$ cat config.mk
export PLATFORM = sky130hd
export DESIGN_NAME = slave_mem
export DESIGN_NICKNAME = d
export VERILOG_FILES = /design/src/rtl/slave_mem.sv
export SDC_FILE = /design/constraint.sdc
export NUM_CORES = 1
export LEC_CHECK = 0
export CAP_MARGIN = 5
export CELL_PAD_IN_SITES_DETAIL_PLACEMENT = 1
export CELL_PAD_IN_SITES_GLOBAL_PLACEMENT = 1
export CORE_ASPECT_RATIO = 1.5
export CORE_MARGIN = 2
export CORE_UTILIZATION = 45
export DETAILED_ROUTE_END_ITERATION = 8
export GPL_ROUTABILITY_DRIVEN = 0
export MAX_ROUTING_LAYER = met4
export PLACE_DENSITY_LB_ADDON = 0.1
export SETUP_SLACK_MARGIN = 0.15
export SLEW_MARGIN = 0
export SYNTH_ARGS = -nofsm -noshare
export SYNTH_HDL_FRONTEND = slang
export SYNTH_SLANG_ARGS = --single-unit
$ cat constraint.sdc
create_clock -name iClk -period 5.1 [get_ports iClk]
set_clock_uncertainty 0.05 [all_clocks]
set_input_delay 0.765 -clock iClk [delete_from_list [all_inputs] [get_ports iClk]]
set_output_delay 0.765 -clock iClk [all_outputs]
set_load 0.05 [all_outputs]
$ cat src/rtl/slave_mem.sv
`default_nettype none
// ============================================================================
// Module   : slave_mem
// Purpose  : Responder end of the Master req/ack transaction interface.
//            Accepts one read/write at a time, inserts pWait_Cycles wait
//            states, then returns a one-cycle ack. Reads come from a local
//            register file; accesses outside the window flag oRange_Err.
// Revision : 1.0 - initial release
// ============================================================================
module slave_mem #(
  parameter logic [31:0] pBase_Addr     = 32'h0000_0000,
  parameter int          pDepth         = 16,
  parameter int          pWait_Cycles   = 2,
  parameter logic [31:0] pDefault_Rdata = 32'hDEAD_BEEF
) (
  input  logic        iClk,
  input  logic        iRst,
  input  logic        slave_req,
  input  logic [31:0] slave_addr,
  input  logic        slave_cmd,
  input  logic [31:0] slave_wdata,
  output logic        slave_ack,
  output logic [31:0] slave_rdata,
  output logic        oBusy,
  output logic        oRange_Err
);

  localparam int         cIdxW  = (pDepth > 1) ? $clog2(pDepth) : 1;
  localparam logic [8:0] cWait  = 9'(pWait_Cycles);
  localparam logic [31:0] cDepth = 32'(pDepth);

  typedef enum logic [1:0] {
    ST_IDLE    = 2'd0,
    ST_WAIT    = 2'd1,
    ST_ACK     = 2'd2,
    ST_RELEASE = 2'd3
  } state_t;

  state_t             state_q, state_d;
  logic [7:0]         cnt_q, cnt_d;
  logic [cIdxW-1:0]   idx_q;
  logic               cmd_q;
  logic [31:0]        wdata_q;
  logic               inr_q;
  logic               err_q;
  logic [31:0]        rdata_q;
  logic [31:0]        mem_q [pDepth];

  // Address decode on the live bus; only meaningful in IDLE when capturing.
  logic [31:0]        offset;
  logic [31:0]        word;
  logic               live_inr;
  logic [cIdxW-1:0]   live_idx;

  assign offset   = slave_addr - pBase_Addr;
  assign word     = offset >> 2;
  assign live_inr = (word < cDepth);
  assign live_idx = word[cIdxW-1:0];

  // With zero wait states ACK is entered on the capture edge itself, so the
  // operation must come from the live bus rather than the latched copy.
  logic               in_idle;
  logic [cIdxW-1:0]   op_idx;
  logic               op_cmd;
  logic [31:0]        op_wdata;
  logic               op_inr;
  logic               enter_ack;

  assign in_idle   = (state_q == ST_IDLE);
  assign op_idx    = in_idle ? live_idx    : idx_q;
  assign op_cmd    = in_idle ? slave_cmd   : cmd_q;
  assign op_wdata  = in_idle ? slave_wdata : wdata_q;
  assign op_inr    = in_idle ? live_inr    : inr_q;
  assign enter_ack = (state_d == ST_ACK) && (state_q != ST_ACK);

  // Next-state and wait-counter logic.
  always_comb begin
    state_d = state_q;
    cnt_d   = cnt_q;
    case (state_q)
      ST_IDLE: begin
        if (slave_req) begin
          cnt_d   = 8'd0;
          state_d = (pWait_Cycles > 0) ? ST_WAIT : ST_ACK;
        end
      end
      ST_WAIT: begin
        cnt_d = cnt_q + 8'd1;
        if (({1'b0, cnt_q} + 9'd1) == cWait) begin
          state_d = ST_ACK;
        end
      end
      ST_ACK: begin
        state_d = ST_RELEASE;
      end
      ST_RELEASE: begin
        if (!slave_req) begin
          state_d = ST_IDLE;
        end
      end
      default: begin
        state_d = ST_IDLE;
        cnt_d   = 8'd0;
      end
    endcase
  end

  // State register and wait counter.
  always_ff @(posedge iClk) begin
    if (iRst) begin
      state_q <= ST_IDLE;
      cnt_q   <= 8'd0;
    end else begin
      state_q <= state_d;
      cnt_q   <= cnt_d;
    end
  end

  // Capture the request so later bus changes cannot affect it.
  always_ff @(posedge iClk) begin
    if (iRst) begin
      idx_q   <= '0;
      cmd_q   <= 1'b0;
      wdata_q <= 32'd0;
      inr_q   <= 1'b0;
    end else if (in_idle && slave_req) begin
      idx_q   <= live_idx;
      cmd_q   <= slave_cmd;
      wdata_q <= slave_wdata;
      inr_q   <= live_inr;
    end
  end

  // Register file commit, read data and range flag, all on the ACK entry edge.
  always_ff @(posedge iClk) begin
    if (iRst) begin
      for (int i = 0; i < pDepth; i++) begin
        mem_q[i] <= 32'd0;
      end
      rdata_q <= 32'd0;
      err_q   <= 1'b0;
    end else if (enter_ack) begin
      err_q <= !op_inr;
      if (op_cmd) begin
        if (op_inr) begin
          mem_q[op_idx] <= op_wdata;
        end
      end else begin
        rdata_q <= op_inr ? mem_q[op_idx] : pDefault_Rdata;
      end
    end
  end

  assign slave_ack   = (state_q == ST_ACK);
  assign oRange_Err  = (state_q == ST_ACK) && err_q;
  assign oBusy       = !in_idle;
  assign slave_rdata = rdata_q;

endmodule
`default_nettype wire

==> results.toml, run 1 <==
# implementation run metrics
[clock_tree]
cts_buffers = 56
cts_hold_buffers = 0
clkSlewWorstSetupHoldPaths_ps = 60
postCtsSetupBuffers = 0
insertion_delay_ps = 610
cts_max_level = 2
root_buffer = "clkbuf_16"

[run_status]
status = "finished clean"

[synthesis]
syn_inst = 2243
synth_seq_share = 0.6760
synth-edff-count = 512
yosys_area_um2 = 25140
ys_ff = 593
synth_cell_types = 50
topCellsByArea = "edfxtp_1, nor2_1, dfxtp_1"

[floorplan]
die_w_um = 197
die_h_um = 293.5
coreArea_um2 = 55440

[pwr]
top_power_group = "sequential cells"
pg_seq_uw = 5470
vdd_drop_max_uv = 246.2
p_sw_frac = 0.2591
power_leakage_uw = 0.009333
total_power_uw = 10680
power_frac_comb = 0.111
p_clk_uw = 4020
cell_internal_pwr_uw = 7915
p_comb_uw = 1190
p_seq_frac = 0.512
p_sw_uw = 2767
powerDensity_nw_per_um2 = 370.5

[route]
routed_wl_mm = 81.27
drc_errors = 0
initialDrtViolationCount = 1580
firstDrtPassIters = 6

[global_route]
grt_pass1_wl_mm = 121.1
grt_max_degree = 127
gr-usage-all-layers = 0.2915
antenna_found_initial = 0
grt_pass1_vias = 19460

[worst_setup_path]
regToRegSetupSlack_ps = 1120
r2r_start = "cnt_q[0]"
worstPathCellList = "ha_1 > nand4_1 > o211ai_2 > a2111oi_4 > and3_1 > nand2_4 > buf_4 > buf_4 > nor2_1"
endpoint_kind = "register"
reg2reg_depth = 9
cp.required_ps = 5370
crit_path_frequent_cell = "buf_4"
crit_fanout = 60
r2r_end = "mem_q[7][15]"

[worst_hold_path]
hold_end = "wdata_q[13]"
holdPathStages = 2
hold_class = "reg -> reg"
hold_path.startpoint = "wdata_q[13]"

[run]
max_cap_viol_count = 0

[finish]
final_nets = 2364
n_antenna_cell = 0
fin_util = 0.5201
instances_no_fill = 3043
drive_gt1_frac = 0.07860

[final_timing]
min_period_ps = 3984
min_period_over_period = 0.7813
setup_viol_count_final = 0
rsz0062_at_grt = "false"
relSlewSlack = 0.1794
max_freq_mhz = 251.0
setup_tns_ps = 0

[place]
place_area_um2 = 27130
[run 1: flip-flops by register name, summed over array words and instances, names as in the netlist]
name,flops
cmd_q,1
cnt_q,8
err_q,1
idx_q,4
inr_q,1
mem_q,512
slave_rdata,32
state_q,2
wdata_q,32
[run 1: cell type report]
| cell class | count | area, µm² | share of cell area |
|---|---|---|---|
| Sequential cell | 593 | 17000 | 0.5894 |
| Timing Repair Buffer | 170 | 1774 | 0.06153 |
| Clock buffer | 77 | 1511 | 0.05242 |
| Multi-Input combinational cell | 1457 | 7417 | 0.2572 |
| Inverter | 16 | 60.06 | 0.002083 |
| Tap cell | 702 | 878.3 | 0.03046 |
| Clock inverter | 28 | 197.7 | 0.006856 |
[run 1: layout by cell type (no fill, tap or decap), drive strengths merged, types with 8 or more instances in the layout]
cell / n
nand4: 11
a21oi: 141
clkbuf: 77
clkinv: 21
buf: 71
dfxtp: 81
nand2: 310
nor2: 553
nor4: 31
o21a: 8
o32ai: 8
a22oi: 195
o21ai: 40
inv: 19
clkdlybuf4s50: 99
o22ai: 64
a211oi: 25
o21bai: 17
edfxtp: 512
[run 1: worst min-delay path: stages, from the launching register on]
cell	delay [ps]
dfxtp_1	310
nand2_1	50
a21oi_1	50
[run 1: layer usage]
metal  vias up  wire (µm)  global-route usage
met5         -          0                   -
met4         0       2702             0.09628
met3       177       4753             0.02927
met2       734      42140              0.5075
met1      9460      31680              0.3561
li1       8191          -                   -
[run 1: cell families (layout without fill, tap and decap cells)]
logic type / after synthesis / after routing / synth area share
and+or+nand+nor: 943 / 943 / 0.1503
buffers and inverters: 193 / 291 / 0.03916
DFF: 593 / 593 / 0.6760
muxes: 3 / 3 / 0.001244
AOI/OAI and AO/OA: 509 / 509 / 0.1323
adders and majority gates: 2 / 2 / 0.0009951
run_1/gate_families.png
Scale bar: 50 µm.
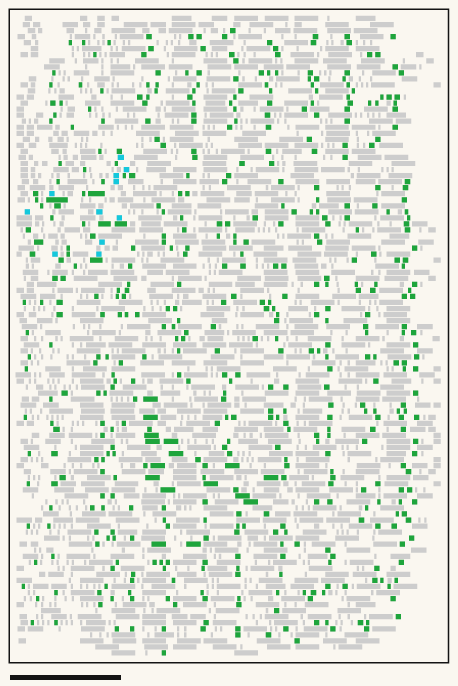
| family | colour | cells | most used |
|---|---|---|---|
| AND-OR and OR-AND gates | cyan | 11 | o21a_1 |
| inverting AOI/OAI gates | green | 498 | a22oi_1 |

run_1/drive_strength.png
Scale bar: 50 µm.
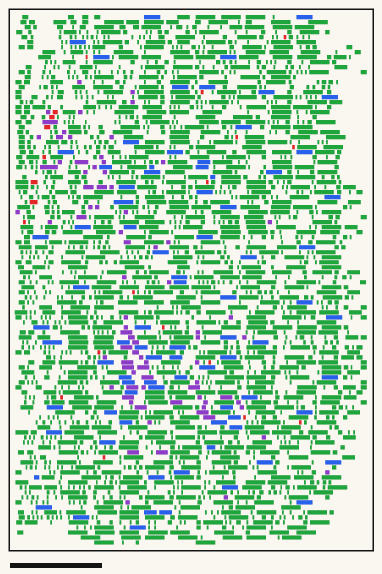
| size | colour | cells | share |
|---|---|---|---|
| drive 6 and up | blue | 83 | 3.5% |
| drive 1 or less | green | 2,157 | 92% |
| drive 2 | red | 21 | 0.90% |
| drive 3 to 4 | purple | 80 | 3.4% |
buffers outside the clock class: 170
Final WS setup: 1116 ps
final design instance area without fill: 28,840 µm²
synth-to-layout area growth: 14.69%

run_1/cell_classes.png
Scale bar: 50 µm.
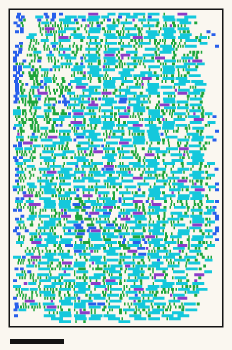
| class | colour | cells |
|---|---|---|
| all other logic | green | 1,473 |
| flip-flops | cyan | 593 |
| other buffers and delay cells | blue | 170 |
| clock drivers and dummy loads | purple | 105 |

==> inputs of run 2 (changes only) <==
Clock period 5.1 ns to 3.8 ns, I/O delays scaled along.
run_2/gate_families.png
Scale bar: 50 µm.
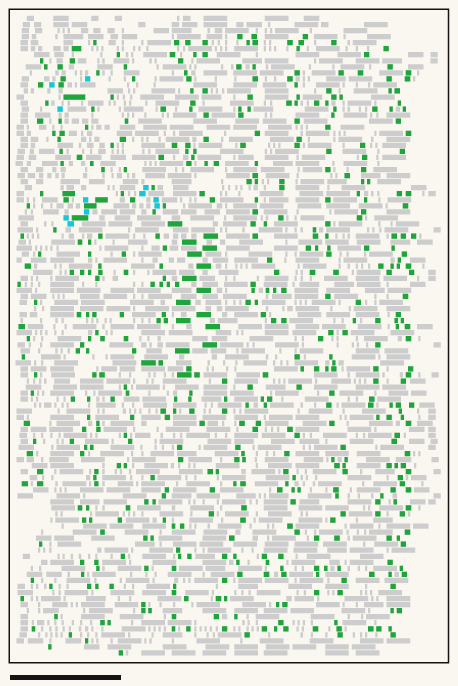
| family | colour | cells | most used |
|---|---|---|---|
| AND-OR and OR-AND gates | cyan | 11 | o21a_1 |
| inverting AOI/OAI gates | green | 498 | a22oi_1 |
Commonest Layout Cell: nor2_1
logic gate fraction of the total cell area: 0.2542
Final Non-Filler Cells: 3,054

run_2/registers.png
Scale bar: 50 µm. Other sequential cells in the stronger grey, the rest of the logic in the fainter grey.
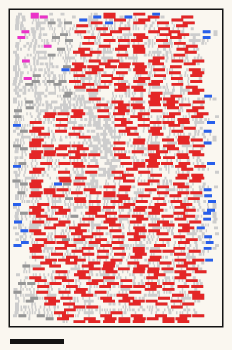
| signal | colour | sequential cells | where |
|---|---|---|---|
| cnt_q | magenta | 8 | top left |
| mem_q | red | 512 | all over the die |
| slave_rdata | blue | 32 | all over the die |
not coloured: 41
Sequential cell area: 17,000 µm²
Seq power: 7350 µW

==> run 2 against run 1 <==
Effect of this change:
- register-to-register slack worse by 690 ps
- synthesized cell count is the same
- sequential power grew 34%
- cell count up 0.36%
- critical path depth unchanged
- die size unchanged
- largest cell class unchanged
- largest power group unchanged
- highest routed layer unchanged
==> results.toml, run 2 <==
# implementation run metrics
[clock_tree]
postCtsSetupBuffers = 0
cts_hold_buffers = 0
clkSlewWorstSetupHoldPaths_ps = 60
cts_max_level = 2
root_buffer = "clkbuf_16"
insertion_delay_ps = 620
cts_buffers = 55
cts_tree = "done"

[floorplan]
coreArea_um2 = 55440
die_w_um = 197
io_pins = 103
die_h_um = 293.5

[global_route]
grt_max_degree = 80
grt_pass1_wl_mm = 120.9
antenna_found_initial = 0
gr-usage-all-layers = 0.2917
grt_pass1_vias = 19420

[worst_setup_path]
regToRegSetupSlack_ps = 420
r2r_start = "cnt_q[0]"
cp.required_ps = 4060
worstPathCellList = "ha_1 > nand4_1 > o211ai_2 > a2111oi_4 > and3_1 > buf_4 > nand2_4 > buf_4 > nor2_1"
r2r_end = "mem_q[11][19]"
cp-startpoint = "cnt_q[0]"
crit_fanout = 79
crit_path_frequent_cell = "buf_4"
endpoint_kind = "register"
reg2reg_depth = 9

[synthesis]
synth_seq_share = 0.6760
syn_inst = 2243
ys_ff = 593
yosys_area_um2 = 25140
synth-edff-count = 512
topCellsByArea = "edfxtp_1, nor2_1, dfxtp_1"
synth_cell_types = 50
yosysTopAreaCell = "edfxtp_1"

[final_timing]
setup_viol_count_final = 0
min_period_over_period = 0.8887
rsz0062_at_grt = "false"
min_period_ps = 3377
setup_ws_ps = 422.9
slew_viol_final = 0
max_freq_mhz = 296.1
relSlewSlack = 0.3090

[finish]
comb_area_um2 = 7417
largest_reg_flops = 512
n_antenna_cell = 0
syn2layout_area_growth_pct = 16.04
final_nets = 2376
regMostFlops = "mem_q"
final_cell_mix = "nor2_1, edfxtp_1, nand2_1"
drive_gt1_frac = 0.08333

[route]
drc_errors = 0
via_count = 18490
firstDrtPassIters = 5
initialDrtViolationCount = 1395
routed_wl_mm = 80.96

[run_status]
status = "finished clean"

[pwr]
powerDensity_nw_per_um2 = 501.8
vdd_drop_max_uv = 380.7
total_power_uw = 14640
power_leakage_uw = 0.009501

[worst_hold_path]
hold_end = "wdata_q[25]"
hold_path.startpoint = "iRst"
holdPathStages = 2
hold_class = "in -> reg"
run 2: cell counts after synthesis:
No cell type changed its count.
run 2: kinds of logic after synthesis:
kind of cell | share of synthesized area
AND-OR/OR-AND | 0.1323
adder cells (fa/ha/maj) | 0.0009951
buffers and inverters | 0.03916
AND/OR/NAND/NOR | 0.1503
flip-flops | 0.6760
multiplexers | 0.001244
run 2: where the power goes:
group | switching [µW] | internal [µW] | total [µW]
clock | 2460 | 3200 | 5660
combinational | 1160 | 475 | 1630
sequential | 84.4 | 7260 | 7350
run 2: layout make-up:
class	count	share of cell area
sequential	593	0.5826
inverter	16	0.002058
clock buffer	82	0.05498
tap	702	0.03011
timing repair buffer	183	0.06853
multi-input combinational	1457	0.2542
clock inverter	21	0.007548
run 2: worst reg2reg max path, stage by stage, from the launching register on:
cell	delay, ps
dfxtp_1	440
ha_1	310
nand4_1	180
o211ai_2	360
a2111oi_4	130
and3_1	230
buf_4	180
nand2_4	160
buf_4	790
nor2_1	250
run 2: through the flow:
step                TNS, ps  area, µm²    util  hold WS [ps]
global placement          0      27350  0.4933         391.4
CTS                       0      29170  0.5262         262.7
global route              0      29180  0.5263         290.3
detailed placement        0      27350  0.4933         398.1
floorplan            -29960      25180       -         386.6
finish                    0      29180  0.5263         282.7
run 2: per-layer routing:
metal  part of all wire  track usage  wire length, µm
met2               0.52       0.5143            42010
met5                  0            -                0
met1               0.40       0.3529            32130
met4              0.032      0.08913             2630
met3              0.052      0.03042             4184
run 2: repair_timing:
action                                  in CTS  in global routing
hold endpoints to repair                     0                  0
endpoints found under the setup margin       0                  1
gates resized                                0                  1
Power figures rest on the tool's default switching activity, not on a simulated workload.
